--- config.mk ---
export PLATFORM = sky130hd
export DESIGN_NAME = accum_cpu_ctrl_flat
export DESIGN_NICKNAME = d
export VERILOG_FILES = /design/src/rtl/accum_cpu_ctrl_if.sv /design/src/rtl/accum_cpu_ctrl.sv /design/src/flat_wrapper.sv
export SDC_FILE = /design/constraint.sdc
export NUM_CORES = 1
export LEC_CHECK = 0
export CORE_MARGIN = 4
export CORE_UTILIZATION = 45
export CTS_CLUSTER_DIAMETER = 80
export DETAILED_ROUTE_END_ITERATION = 7
export GPL_TIMING_DRIVEN = 0
export PLACE_DENSITY = 0.73
export SETUP_SLACK_MARGIN = 0.5
export SKIP_LAST_GASP = 1
export SYNTH_ARGS = -nofsm -noshare
export SYNTH_HDL_FRONTEND = slang
export SYNTH_SLANG_ARGS = --single-unit
--- constraint.sdc ---
create_clock -name clk -period 5.6 [get_ports clk]
set_input_delay 1.12 -clock clk [delete_from_list [all_inputs] [get_ports clk]]
set_output_delay 1.12 -clock clk [all_outputs]
set_load 0.03 [all_outputs]
--- src/rtl/accum_cpu_ctrl_if.sv ---
// Memory bus between the accumulator CPU controller (master) and a
// single-port synchronous RAM (slave).
interface accum_cpu_ctrl_if #(
  parameter int ADDR_WIDTH = 18,
  parameter int DATA_WIDTH = 16
);
  logic [ADDR_WIDTH-1:0] mem_addr;
  logic                  mem_cs;
  logic                  mem_we;
  logic                  mem_oe;
  logic [DATA_WIDTH-1:0] mem_wdata;
  logic [DATA_WIDTH-1:0] mem_rdata;

  modport master (
    output mem_addr, mem_cs, mem_we, mem_oe, mem_wdata,
    input  mem_rdata
  );

  modport slave (
    input  mem_addr, mem_cs, mem_we, mem_oe, mem_wdata,
    output mem_rdata
  );
endinterface

--- src/rtl/accum_cpu_ctrl.sv ---
// Multi-cycle accumulator CPU control unit: fetch/decode/operand-read/execute
// sequencing against a synchronous RAM and an external combinational ALU.
module accum_cpu_ctrl #(
  parameter int          ADDR_WIDTH = 18,
  parameter int          DATA_WIDTH = 16,
  parameter logic [15:0] RESET_PC   = 16'h0100
) (
  input  logic             clk,
  input  logic             rst,
  input  logic             run,
  output logic             halted,
  accum_cpu_ctrl_if.master mem,
  output logic [15:0]      alu_a,
  output logic [15:0]      alu_b,
  output logic [1:0]       alu_sel,
  input  logic [15:0]      alu_out,
  output logic [15:0]      pc,
  output logic [15:0]      ir,
  output logic [15:0]      ac,
  output logic [15:0]      mbr,
  output logic [3:0]       state
);

  typedef enum logic [3:0] {
    S_IDLE   = 4'd0,
    S_FETCH  = 4'd1,
    S_FWAIT  = 4'd2,
    S_DECODE = 4'd3,
    S_MREAD  = 4'd4,
    S_MWAIT  = 4'd5,
    S_EXEC   = 4'd6,
    S_STORE  = 4'd7,
    S_HALT   = 4'd8
  } state_t;

  localparam logic [3:0] OP_LOAD  = 4'h1;
  localparam logic [3:0] OP_STORE = 4'h2;
  localparam logic [3:0] OP_ADD   = 4'h3;
  localparam logic [3:0] OP_SUB   = 4'h4;
  localparam logic [3:0] OP_AND   = 4'h5;
  localparam logic [3:0] OP_OR    = 4'h6;
  localparam logic [3:0] OP_HALT  = 4'h7;
  localparam logic [3:0] OP_SKIP  = 4'h8;
  localparam logic [3:0] OP_JUMP  = 4'h9;
  localparam logic [3:0] OP_CLEAR = 4'hA;

  localparam logic [1:0] SEL_OR  = 2'b00;
  localparam logic [1:0] SEL_ADD = 2'b01;
  localparam logic [1:0] SEL_SUB = 2'b10;
  localparam logic [1:0] SEL_AND = 2'b11;

  state_t             st;
  logic [3:0]         opcode;
  logic signed [15:0] ac_s;
  logic               skip_take;
  logic               boundary;
  logic [15:0]        pc_dec;
  logic [15:0]        fetch_pc;

  assign opcode = ir[15:12];
  assign ac_s   = ac;
  assign state  = st;

  function automatic logic [1:0] alu_sel_for(input logic [3:0] op);
    case (op)
      OP_ADD:  alu_sel_for = SEL_ADD;
      OP_SUB:  alu_sel_for = SEL_SUB;
      OP_AND:  alu_sel_for = SEL_AND;
      default: alu_sel_for = SEL_OR;
    endcase
  endfunction

  function automatic logic is_mem_read(input logic [3:0] op);
    return (op == OP_LOAD) || (op == OP_ADD) || (op == OP_SUB) ||
           (op == OP_AND)  || (op == OP_OR);
  endfunction

  always_comb begin
    skip_take = 1'b0;
    case (ir[11:10])
      2'b00:   skip_take = (ac_s < 16'sd0);
      2'b01:   skip_take = (ac_s == 16'sd0);
      2'b10:   skip_take = (ac_s > 16'sd0);
      default: skip_take = 1'b0;
    endcase
  end

  // PC as left by DECODE; FWAIT already advanced it past the current instruction.
  always_comb begin
    pc_dec = pc;
    case (opcode)
      OP_HALT: pc_dec = pc - 16'd1;
      OP_SKIP: pc_dec = skip_take ? (pc + 16'd1) : pc;
      OP_JUMP: pc_dec = {4'h0, ir[11:0]};
      default: pc_dec = pc;
    endcase
  end

  // Instruction boundaries are the only points where run is sampled.
  always_comb begin
    boundary = 1'b0;
    case (st)
      S_IDLE, S_EXEC, S_STORE: boundary = 1'b1;
      S_DECODE: boundary = !is_mem_read(opcode) && (opcode != OP_STORE) &&
                           (opcode != OP_HALT);
      default:  boundary = 1'b0;
    endcase
  end

  assign fetch_pc = (st == S_DECODE) ? pc_dec : pc;

  always_ff @(posedge clk) begin
    if (rst) begin
      st         <= S_IDLE;
      pc         <= RESET_PC;
      ir         <= 16'h0000;
      ac         <= 16'h0000;
      mbr        <= 16'h0000;
      halted     <= 1'b0;
      mem.mem_cs <= 1'b0;
      mem.mem_we <= 1'b0;
      mem.mem_oe <= 1'b0;
      alu_a      <= 16'h0000;
      alu_b      <= 16'h0000;
      alu_sel    <= SEL_OR;
    end else begin
      // Strobes are registered for the state being entered; idle by default.
      mem.mem_cs <= 1'b0;
      mem.mem_we <= 1'b0;
      mem.mem_oe <= 1'b0;
      case (st)
        S_FETCH: st <= S_FWAIT;
        S_FWAIT: begin
          ir <= 16'(mem.mem_rdata);
          pc <= pc + 16'd1;
          st <= S_DECODE;
        end
        S_DECODE: begin
          pc <= pc_dec;
          if (is_mem_read(opcode)) begin
            st           <= S_MREAD;
            mem.mem_addr <= ADDR_WIDTH'(ir[11:0]);
            mem.mem_cs   <= 1'b1;
            mem.mem_oe   <= 1'b1;
          end else if (opcode == OP_STORE) begin
            st            <= S_STORE;
            mem.mem_addr  <= ADDR_WIDTH'(ir[11:0]);
            mem.mem_cs    <= 1'b1;
            mem.mem_we    <= 1'b1;
            mem.mem_wdata <= DATA_WIDTH'(ac);
          end else if (opcode == OP_HALT) begin
            st     <= S_HALT;
            halted <= 1'b1;
          end else if (opcode == OP_CLEAR) begin
            ac <= 16'h0000;
          end
        end
        S_MREAD: st <= S_MWAIT;
        S_MWAIT: begin
          mbr <= 16'(mem.mem_rdata);
          if (opcode != OP_LOAD) begin
            alu_a   <= ac;
            alu_b   <= 16'(mem.mem_rdata);
            alu_sel <= alu_sel_for(opcode);
          end
          st <= S_EXEC;
        end
        S_EXEC:  ac  <= (opcode == OP_LOAD) ? mbr : alu_out;
        S_STORE: mbr <= ac;
        S_HALT:  st  <= S_HALT;
        default: st  <= S_IDLE;
      endcase
      if (boundary) begin
        if (run) begin
          st           <= S_FETCH;
          mem.mem_addr <= ADDR_WIDTH'(fetch_pc);
          mem.mem_cs   <= 1'b1;
          mem.mem_oe   <= 1'b1;
        end else begin
          st <= S_IDLE;
        end
      end
    end
  end

endmodule

--- src/flat_wrapper.sv ---
// flat-port wrapper written by rule: the top's interface ports become plain ports
module accum_cpu_ctrl_flat 
#(
  parameter int          ADDR_WIDTH = 18,
  parameter int          DATA_WIDTH = 16,
  parameter logic [15:0] RESET_PC   = 16'h0100
)
  (clk, rst, run, halted, alu_a, alu_b, alu_sel, alu_out, pc, ir, ac, mbr, state, mem_mem_addr, mem_mem_cs, mem_mem_we, mem_mem_oe, mem_mem_wdata, mem_mem_rdata);
  accum_cpu_ctrl_if #(.ADDR_WIDTH(ADDR_WIDTH), .DATA_WIDTH(DATA_WIDTH)) mem_i ();
  input  logic clk;
  input  logic rst;
  input  logic run;
  output logic halted;
  output logic [15:0] alu_a;
  output logic [15:0] alu_b;
  output logic [1:0] alu_sel;
  input  logic [15:0] alu_out;
  output logic [15:0] pc;
  output logic [15:0] ir;
  output logic [15:0] ac;
  output logic [15:0] mbr;
  output logic [3:0] state;
  output wire logic [$bits(mem_i.mem_addr)-1:0] mem_mem_addr;
  output wire logic [$bits(mem_i.mem_cs)-1:0] mem_mem_cs;
  output wire logic [$bits(mem_i.mem_we)-1:0] mem_mem_we;
  output wire logic [$bits(mem_i.mem_oe)-1:0] mem_mem_oe;
  output wire logic [$bits(mem_i.mem_wdata)-1:0] mem_mem_wdata;
  input wire logic [$bits(mem_i.mem_rdata)-1:0] mem_mem_rdata;
  assign mem_mem_addr = mem_i.mem_addr;
  assign mem_mem_cs = mem_i.mem_cs;
  assign mem_mem_we = mem_i.mem_we;
  assign mem_mem_oe = mem_i.mem_oe;
  assign mem_mem_wdata = mem_i.mem_wdata;
  assign mem_i.mem_rdata = mem_mem_rdata;
  accum_cpu_ctrl #(.ADDR_WIDTH(ADDR_WIDTH), .DATA_WIDTH(DATA_WIDTH), .RESET_PC(RESET_PC)) u_core (.clk(clk), .rst(rst), .run(run), .halted(halted), .mem(mem_i), .alu_a(alu_a), .alu_b(alu_b), .alu_sel(alu_sel), .alu_out(alu_out), .pc(pc), .ir(ir), .ac(ac), .mbr(mbr), .state(state));
endmodule
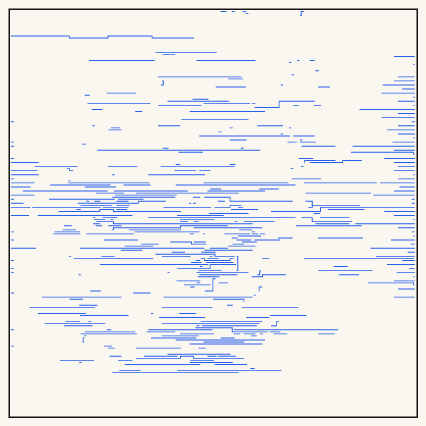
*M3 wires, run 1*
Drawn at 3 px/um.
main direction: horizontal
wire length on this layer: 3480 um
longest straight run: 54.1 um

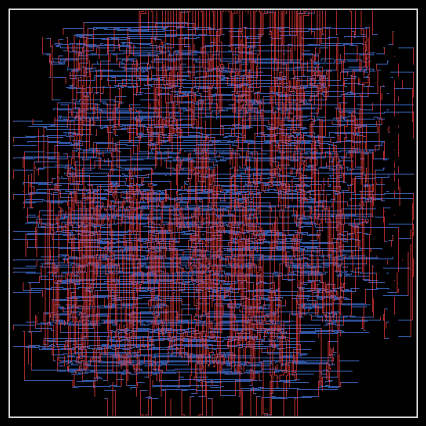
*Routed metal, one colour a layer, run 1*
Drawn at 3 px/um. Only two layers are drawn.
[red] metal 2 | wire length: 12900 um
[blue] metal 1 | wire length: 12700 um

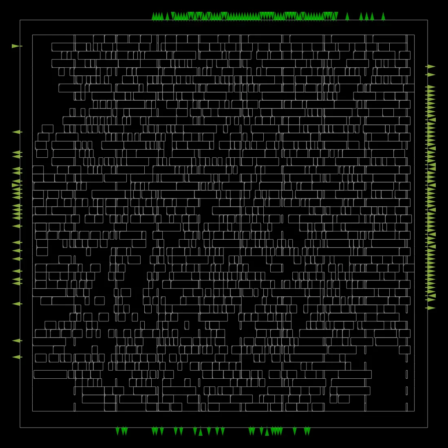
*Placed standard cells, run 1*
fillers: 1441
Final Util: 62.7%

==> run summary, run 1 <==
outcome: completed
met3 wire len: 3480 um
Setup crit end kind: flop
placed instance count: 1296
ys cells: 907
DRC Markers: 0
Worst Setup EP: u_core.mem.mem_addr[7]
global placer's final weighted congestion: 1.02
WS Path Type: reg -> reg
worst vdd ir: 0.202 mV
top post-synthesis cells by count: nand2_1, a21oi_1, dfxtp_1
Mapped Area: 0.00731 mm2
power density cells: 254 mW/mm2
ANT nets after route: 0
CLK BUF: 24
simple share: 21.6%
CTS root buf: clkbuf_16
Non-clock inverters: 12
PostCTS Resize Cnt: 0
DRT Pass-1 Iters: 6
Chip Area, Yosys: 0.00731 mm2
DR iter-0 viols: 1010
count of final setup violators: 0
Synth cell types: 74
Hold Violations, Final: 0
Async SR Flop Fraction: 0%
Final Critical Period: 3.29 ns
leakage power: 3.24 nW
Via-to-Cell Ratio: 6.17
Nets: 1136
Non-Filler Instances: 1329
worst r2r path cells: 6
all-layer global routing usage: 32.6%
first-pass GRT wire length: 45500 um
Die H: 135 um
worst r2r dst: u_core.mem.mem_addr[7]
CP required: 5.75 ns
Hold WC Path Type: reg -> reg
Tap Cells: 216
CTS clk-pin slew, worst paths: 0.06 ns
Synth Register Bits: 140
RSZ-0062 raised after global routing: no
Main synth FF type: dfxtp_1
Pwr Total: 2.53 mW
fin crit share: 58.8%
R2R Setup Slk: 2.31 ns
mi-comb count: 674
top cells by area: dfxtp_1, edfxtp_1, nand2_1, a21oi_1, mux2i_1
Hold Path Cell Cnt: 2
Hold Path Sink: u_core.alu_a[7]
sequential power: 1.07 mW
Synth Seq Share: 43.0%
yosys xor share: 2.51%
DR top layer: met4
Sum Neg Setup Slack: 0 ns
Largest register FFs: 18
share of cells above drive strength 1: 4.23%
clock network power share: 47.6%
area delta synth->final: 36.1%
DP HPWL: 21800 um
Core Area: 0.0159 mm2
dominant cell type by area after synthesis: dfxtp_1
top comb family, area: AND-OR/OR-AND gates
Plain + repair buffers: 254
Non-clock buffer share: 20.7%
met3 usage: 7.99%
largest net degree at the start of global routing: 28
Seq cells: 140
Hold Crit Start: u_core.alu_a[7]
top-count cell post-synth: nand2_1
die width: 135 um
slew of the pin with the lowest slew margin: 1.05 ns
hold_ws: 0.454 ns
Via Count: 8198
Switching Fraction: 25.6%
vias in the first global route: 7569
Clock Skew: 0.0121 ns
FP Core Util: 46.0%
synthesized net count: 944
run 1: critical path: stages (launching register included):
cell,delay (ns)
dfxtp_1,0.50
clkbuf_1,0.49
nand4b_1,0.68
nor3_1,0.74
a31oi_1,0.20
o221ai_1,0.24
o221ai_1,0.16
run 1: metrics by stage:
stage	util, %	cell area, um2	setup slack, ns
finish	62.7	9960	2.31
detailed placement	58.7	9320	2.01
floorplan	-	7310	2.84
global placement	58.6	9320	2.10
global route	62.7	9950	2.17
CTS	62.6	9950	2.30
run 1: logic make-up (layout without fill, tap and decap cells):
group	count (synthesis)	after routing
AND/OR/NAND/NOR	350	350
AND-OR/OR-AND	271	271
flip-flops	140	140
buffers and inverters	93	298
multiplexers	30	30
XOR/XNOR	21	21
adder cells (fa/ha/maj)	2	2
other	0	1
==> inputs of run 2 (changes only) <==
==> constraint.sdc (replaced) <==
create_clock -name clk -period 3.2 [get_ports clk]
set_input_delay 0.64 -clock clk [delete_from_list [all_inputs] [get_ports clk]]
set_output_delay 0.64 -clock clk [all_outputs]
set_load 0.03 [all_outputs]
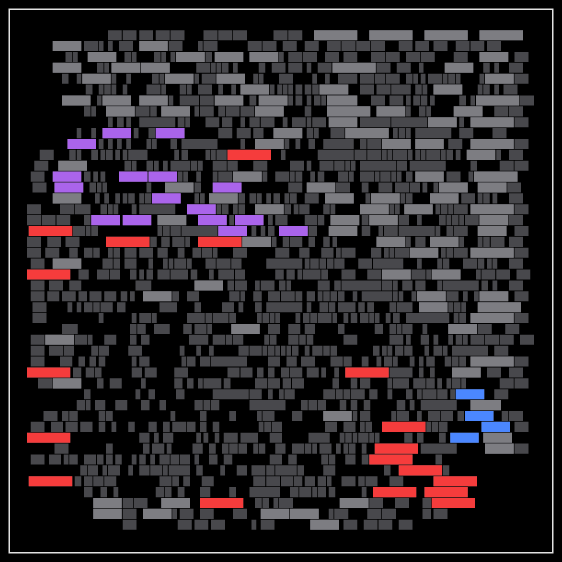
*Sequential cells grouped by signal name, run 2*
Drawn at 4 px/um. Other sequential cells in the stronger grey, the rest of the logic in the fainter grey.
[red] u_core.mem.mem_addr | placed flops: 18
[blue] u_core.state | placed flops: 4 | where: bottom right
[purple] u_core.ir | placed flops: 16
not coloured: 102

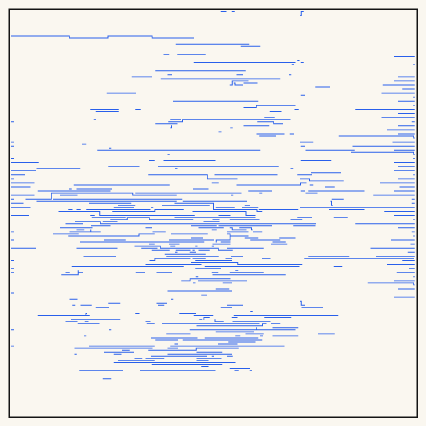
*M3 wires, run 2*
Drawn at 3 px/um.
final wirelength: 30900 um
Via Count: 8305
met3 usage: 9.44%

==> run 2 against run 1 <==
  * First-iteration DRC count up 11%
  * Non-clock buffer count up 5
  * Largest cell class unchanged
  * Synthesized area unchanged
  * Clock power up 76%
  * Total power up 75%
  * Combinational power up 78%
==> run summary, run 2 <==
R2R Setup Slk: 0.48 ns (-1.83 ns)
Hold Crit Start: u_core.alu_a[7]
yosys xor share: 2.51% (unchanged)
fin crit share: 85.1% (+26 points)
top-count cell post-synth: nand2_1
first-pass GRT wire length: 46000 um (+1.2%)
DRC Markers: 0 (unchanged)
Final Critical Period: 2.72 ns (-0.571 ns)
Die H: 135 um (unchanged)
Hold Violations, Final: 0 (unchanged)
Core Area: 0.0159 mm2 (unchanged)
outcome: completed
hold_ws: 0.453 ns (-0.000276 ns)
Area after DPL: 0.00932 mm2 (unchanged)
Async SR Flop Fraction: 0% (unchanged)
delay-heaviest family, CP: AND-OR/OR-AND gates
FP Core Util: 46.0% (unchanged)
DP Worst Slack: -0.0867 ns (-2.09 ns)
Largest register FFs: 18 (unchanged)
Worst Setup EP: u_core.mem.mem_addr[10]
all-layer global routing usage: 33.0% (+0.40 points)
leakage power: 3.40 nW (+5.0%)
CTS clk-pin slew, worst paths: 0.06 ns (about the same)
Switching Fraction: 25.7% (+0.11 points)
Nets: 1141 (+0.44%)
RSZ-0062 raised after global routing: no
top post-synthesis cells by count: nand2_1, a21oi_1, dfxtp_1
Hold Path Sink: u_core.alu_a[7]
slew of the pin with the lowest slew margin: 0.925 ns (-0.122 ns)
CP required: 3.36 ns (-2.39 ns)
clock network power share: 47.6% (about the same)
Chip Area, Yosys: 0.00731 mm2 (unchanged)
CP peak stage delay: 0.63 ns (-0.11 ns)
post-route setup slack: 0.478 ns (-1.83 ns)
dominant cell type by area after synthesis: dfxtp_1
area delta synth->final: 39.7%
Final Util: 64.3% (+1.7 points)
post-route cell area: 0.0102 mm2 (+2.7%)
DRT Pass-1 Iters: 5 (-1)
count of final setup violators: 0 (unchanged)
synthesized net count: 944 (unchanged)
WP depth: 7 (+1)
top cells by area: dfxtp_1, edfxtp_1, nand2_1, a21oi_1, mux2i_1
Sum Neg Setup Slack: 0 ns (unchanged)
worst vdd ir: 0.352 mV (+74%)
Hold WC Path Type: reg -> reg
largest net degree at the start of global routing: 28 (unchanged)
DR top layer: met4
run 2: cell counts after synthesis:
Identical to the previous run, type by type.
run 2: worst register-to-register path, delay by kind of cell, from the launching register on:
| kind | cells | cell delay [ns] |
|---|---|---|
| simple gates | 1 | 0.18 |
| flops | 1 | 0.63 |
| compound gates | 4 | 1.00 |
| buf+inv | 2 | 0.64 |
run 2: what timing repair did:
action,CTS,global route
setup endpoints to repair,63,74
pin swaps,2,5
resized,27,47
setup buffers,5,0
run 2: layout make-up:
type	instances	area (um2)	area share [%]
Tap cell	216	270	2.64
Multi-Input combinational cell	674	4000	39.1
Buffer	81	359	3.51
Sequential cell	140	3150	30.8
Clock buffer	24	544	5.32
Clock inverter	8	88.8	0.869
Timing Repair Buffer	178	1770	17.3
Inverter	12	45.0	0.441
No activity file was given, so power comes from the tool's default toggle rates.
